Figure 1. Signal wires on met1.
The bar under the picture is 20 µm long.
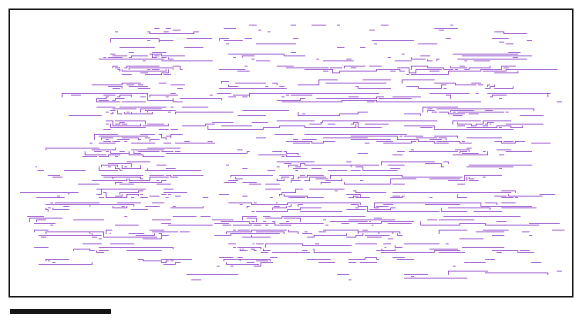
Figure 2. Signal wires on met2.
The bar under the picture is 20 µm long. Cells faint in the background.
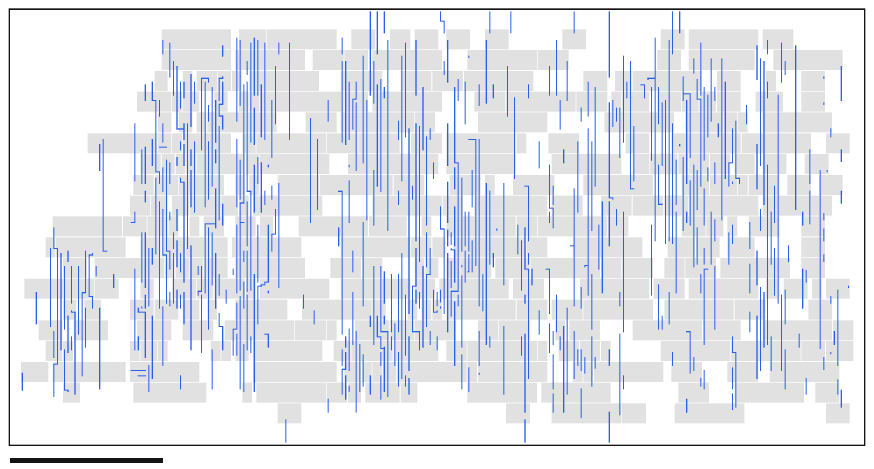
**src/rtl/midi_msg_receiver.sv**
```systemverilog
`default_nettype none
// +---------------------------------------------------------------------------+
// | midi_msg_receiver: oversampling 8N1 MIDI UART + note-on/off parser, LEDs  |
// | Revision 1.0                                                              |
// +---------------------------------------------------------------------------+
module midi_msg_receiver #(
   parameter int         CLKS_PER_BIT = 128,
   parameter bit         CHAN_FILT_EN = 1'b0,
   parameter logic [3:0] CHANNEL      = 4'd0
) (
   input  logic       CLK,
   input  logic       RESET,
   input  logic       DATA,
   output logic [6:0] NOTE,
   output logic [6:0] VELOCITY,
   output logic [3:0] CHAN,
   output logic       NOTE_ON,
   output logic       MSG_VALID,
   output logic       FRAME_ERR,
   output logic [7:0] LED
);

   localparam int                 c_CNT_W = $clog2(CLKS_PER_BIT);
   localparam logic [c_CNT_W-1:0] c_LAST  = c_CNT_W'(CLKS_PER_BIT - 1);
   localparam logic [c_CNT_W-1:0] c_HALF  = c_CNT_W'(CLKS_PER_BIT / 2 - 1);

   typedef enum logic [2:0] {
      S_IDLE      = 3'd0,
      S_START     = 3'd1,
      S_SHIFT     = 3'd2,
      S_STOP      = 3'd3,
      S_WAIT_IDLE = 3'd4
   } bit_state_t;

   typedef enum logic [1:0] {
      P_WAIT_STATUS = 2'd0,
      P_GOT_STATUS  = 2'd1,
      P_GOT_NOTE    = 2'd2
   } parse_state_t;

   logic [1:0]         r_sync;
   logic               r_rx;
   bit_state_t         r_bstate;
   logic [c_CNT_W-1:0] r_cnt;
   logic [2:0]         r_bitcnt;
   logic [7:0]         r_shift;
   logic               r_byte_rdy;

   parse_state_t       r_pstate;
   logic               r_is_on;
   logic [3:0]         r_chan;
   logic [6:0]         r_note;

   logic [6:0]         w_vel;
   logic               w_note_on;
   logic               w_chan_ok;

   assign r_rx      = r_sync[1];
   assign w_vel     = r_shift[6:0];
   assign w_note_on = r_is_on && (w_vel != 7'd0);
   assign w_chan_ok = !CHAN_FILT_EN || (r_chan == CHANNEL);

   // Synchroniser resets to idle-high so no false start bit follows reset.
   always_ff @(posedge CLK or negedge RESET) begin
      if (!RESET) begin
         r_sync <= 2'b11;
      end else begin
         r_sync <= {r_sync[0], DATA};
      end
   end

   always_ff @(posedge CLK or negedge RESET) begin
      if (!RESET) begin
         r_bstate   <= S_IDLE;
         r_cnt      <= '0;
         r_bitcnt   <= 3'd0;
         r_shift    <= 8'h00;
         r_byte_rdy <= 1'b0;
         FRAME_ERR  <= 1'b0;
      end else begin
         r_byte_rdy <= 1'b0;
         FRAME_ERR  <= 1'b0;
         case (r_bstate)
            S_IDLE: begin
               r_cnt <= '0;
               if (!r_rx) r_bstate <= S_START;
            end
            S_START: begin
               if (r_cnt == c_HALF) begin
                  r_cnt    <= '0;
                  r_bitcnt <= 3'd0;
                  r_bstate <= r_rx ? S_IDLE : S_SHIFT;
               end else begin
                  r_cnt <= r_cnt + 1'b1;
               end
            end
            S_SHIFT: begin
               if (r_cnt == c_LAST) begin
                  r_cnt    <= '0;
                  r_shift  <= {r_rx, r_shift[7:1]};
                  r_bitcnt <= r_bitcnt + 3'd1;
                  if (r_bitcnt == 3'd7) r_bstate <= S_STOP;
               end else begin
                  r_cnt <= r_cnt + 1'b1;
               end
            end
            S_STOP: begin
               if (r_cnt == c_LAST) begin
                  r_cnt <= '0;
                  if (r_rx) begin
                     r_byte_rdy <= 1'b1;
                     r_bstate   <= S_IDLE;
                  end else begin
                     FRAME_ERR <= 1'b1;
                     r_bstate  <= S_WAIT_IDLE;
                  end
               end else begin
                  r_cnt <= r_cnt + 1'b1;
               end
            end
            S_WAIT_IDLE: begin
               if (r_rx) r_bstate <= S_IDLE;
            end
            default: r_bstate <= S_IDLE;
         endcase
      end
   end

   always_ff @(posedge CLK or negedge RESET) begin
      if (!RESET) begin
         r_pstate  <= P_WAIT_STATUS;
         r_is_on   <= 1'b0;
         r_chan    <= 4'd0;
         r_note    <= 7'd0;
         NOTE      <= 7'd0;
         VELOCITY  <= 7'd0;
         CHAN      <= 4'd0;
         NOTE_ON   <= 1'b0;
         MSG_VALID <= 1'b0;
         LED       <= 8'h00;
      end else begin
         MSG_VALID <= 1'b0;
         if (FRAME_ERR) begin
            r_pstate <= P_WAIT_STATUS;
         end else if (r_byte_rdy && (r_shift < 8'hF8)) begin
            if (r_shift[7]) begin
               if (r_shift[7:5] == 3'b100) begin
                  r_is_on  <= r_shift[4];
                  r_chan   <= r_shift[3:0];
                  r_pstate <= P_GOT_STATUS;
               end else begin
                  r_is_on  <= 1'b0;
                  r_chan   <= 4'd0;
                  r_pstate <= P_WAIT_STATUS;
               end
            end else begin
               case (r_pstate)
                  P_GOT_STATUS: begin
                     r_note   <= w_vel;
                     r_pstate <= P_GOT_NOTE;
                  end
                  P_GOT_NOTE: begin
                     r_pstate <= P_GOT_STATUS;
                     if (w_chan_ok) begin
                        MSG_VALID <= 1'b1;
                        NOTE      <= r_note;
                        VELOCITY  <= w_vel;
                        CHAN      <= r_chan;
                        NOTE_ON   <= w_note_on;
                        // Note-off only releases the LED if it is the note on display.
                        if (w_note_on)
                           LED <= {1'b1, r_note};
                        else if (LED == {1'b1, r_note})
                           LED <= 8'h00;
                     end
                  end
                  default: ;
               endcase
            end
         end
      end
   end

endmodule
`default_nettype wire
```
**config.mk**
```make
export PLATFORM = sky130hd
export DESIGN_NAME = midi_msg_receiver
export DESIGN_NICKNAME = d
export VERILOG_FILES = /design/src/rtl/midi_msg_receiver.sv
export SDC_FILE = /design/constraint.sdc
export NUM_CORES = 1
export LEC_CHECK = 0
export CORE_ASPECT_RATIO = 0.5
export CORE_UTILIZATION = 50
export DETAILED_ROUTE_END_ITERATION = 7
export GPL_TIMING_DRIVEN = 0
export PLACE_DENSITY_LB_ADDON = 0.1
export SYNTH_ARGS = -nofsm -noshare
export SYNTH_HDL_FRONTEND = slang
export SYNTH_SLANG_ARGS = --single-unit
export TNS_END_PERCENT = 1
```
**constraint.sdc**
```tcl
create_clock -name CLK -period 1.75 [get_ports CLK]
set_clock_uncertainty 0.2 [all_clocks]
set_input_delay 0.35 -clock CLK [delete_from_list [all_inputs] [get_ports CLK]]
set_output_delay 0.35 -clock CLK [all_outputs]
set_load 0.02 [all_outputs]
```
==> impl_metrics.toml <==
# yosys + openroad results
[worst_setup_path]
path_depth = 6
rr_endpoint = "LED[0]"
worst_ep_arrival_time_ns = 2.00
critical_path.startpoint_type = "flop"
critical-path-top-cell-by-count = "sky130_fd_sc_hd__buf_6"
worstPathBufferInverterCount = 2
cp_top_family = "simple AND/OR/NAND/NOR gates"
rr_worst_depth = 6
cp_launch_point = "r_shift[2]"
rr_startpoint = "r_shift[2]"
critPathKind = "flop to flop"

[placement]
final_replace_weighted_congestion = 0.7606
place_worst_setup_slack_ns = -0.4746
buffer_ports.inserted = 31

[timing]
whs_ns = 0.1563
hold_violations = 0
setup-violations-final = 33
tightest_slew_ns = 0.8384
finalWorstPathRequiredPeriod_ns = 1.980
final_cycle_utilization_of_the_critical_path_pct = 113.1
post-route-worst-setup-slack_ns = -0.2297
max_freq_ghz = 0.5051
final.setup.tns_ns = -4.449
maxSlewViolCount = 0

[synthesis]
yosys_area_mm2 = 0.003012
enable_flop_cells = 0
synth_flop_type = "sky130_fd_sc_hd__dfrtp_1"
yosysCellCount = 253
post_synth.cell_area_avg_um2 = 11.90
fp_nets = 261
postSynthRegisterBits = 67
yosys_warnings = 0
yosys-dominant-comb-family = "multiplexers"

[pwr]
cellLeakagePower_nw = 1.981
power.density_mw_per_mm2 = 908.2

[global_routing]
met1_usage_grt_pct = 27.84
groute.usage.overall_pct = 21.80
global_route.peak_usage_layer = "met2"
gr-usage-met3_pct = 7.235
grt_first_pass_wirelength_um = 10320

[final_layout]
synth_to_layout_area_growth_pct = 31.37
layout.cells.most_common_list = "sky130_fd_sc_hd__dfrtp_1 (61), sky130_fd_sc_hd__mux2_2 (31), sky130_fd_sc_hd__dlygate4sd2_1 (29)"

[clock_network]
htree_num_levels = 3
clockBufferDepth = 2
tritoncts = "done"
hold_fix_buffers_cts = 1
cts-resized-gates = 55
cts_buffers = 9
clock-sinks = 67
cts_post_setup_buffers_inserted = 11

[floorplan]
share_of_the_core_filled_by_cells_before_placement_pct = 53.45
die-width_um = 111.8
ioPinCount = 32

[job]
openroad.warnings = 30
max-cap-violations = 0

[drt]
ant_nets = 0
dr_wl_met3_um = 246
drcViolationCount = 4
vias_per_cell = 5.527
count_of_tritonroute_iterations_in_the_first_routing_pass = 6

[status]
result_of_the_run = "finished, violations left"
violations = "DRC, setup timing"

[worst_hold_path]
hold_path_startpoint = "r_sync[0]"
Notes on Figure 1 above:
- share of all routed wire: 47%
- wire length on this layer: 2860 µm
- main direction: horizontal
- longest straight run: 25.8 µm

Notes on Figure 2 above:
- wire length on this layer: 2890 µm
- main direction: vertical
- longest straight run: 27.2 µm
- share of all routed wire: 47%
global routing met2 resource utilization: 34.34%
detailed-route via count: 2128
Post-Route WL: 6106 µm

[metrics by stage]
step | power (mW) | cell area [µm²]
global route | 3.696 | 3956
CTS | 3.623 | 3874
finish | 3.593 | 3956
floorplan | 1.586 | 3012
global placement | 1.621 | 3413
detailed placement | 1.621 | 3411
[area by class of cell]
| class | count | area [µm²] |
|---|---|---|
| Timing Repair Buffer | 43 | 367.9 |
| Sequential cell | 67 | 1684 |
| Fill cell | 394 | 1678 |
| Inverter | 12 | 45.04 |
| Clock buffer | 13 | 270.3 |
| Tap cell | 73 | 91.34 |
| Clock inverter | 3 | 68.82 |
| Buffer | 11 | 77.57 |
| Multi-Input combinational cell | 163 | 1351 |
[where the power goes]
part | internal [mW] | switching [mW]
clock network | 1.37 | 0.634
logic | 0.00626 | 0.0304
registers | 1.55 | 0.00223
total | 2.93 | 0.666
Power figures rest on the tool's default switching activity, not on a simulated workload.
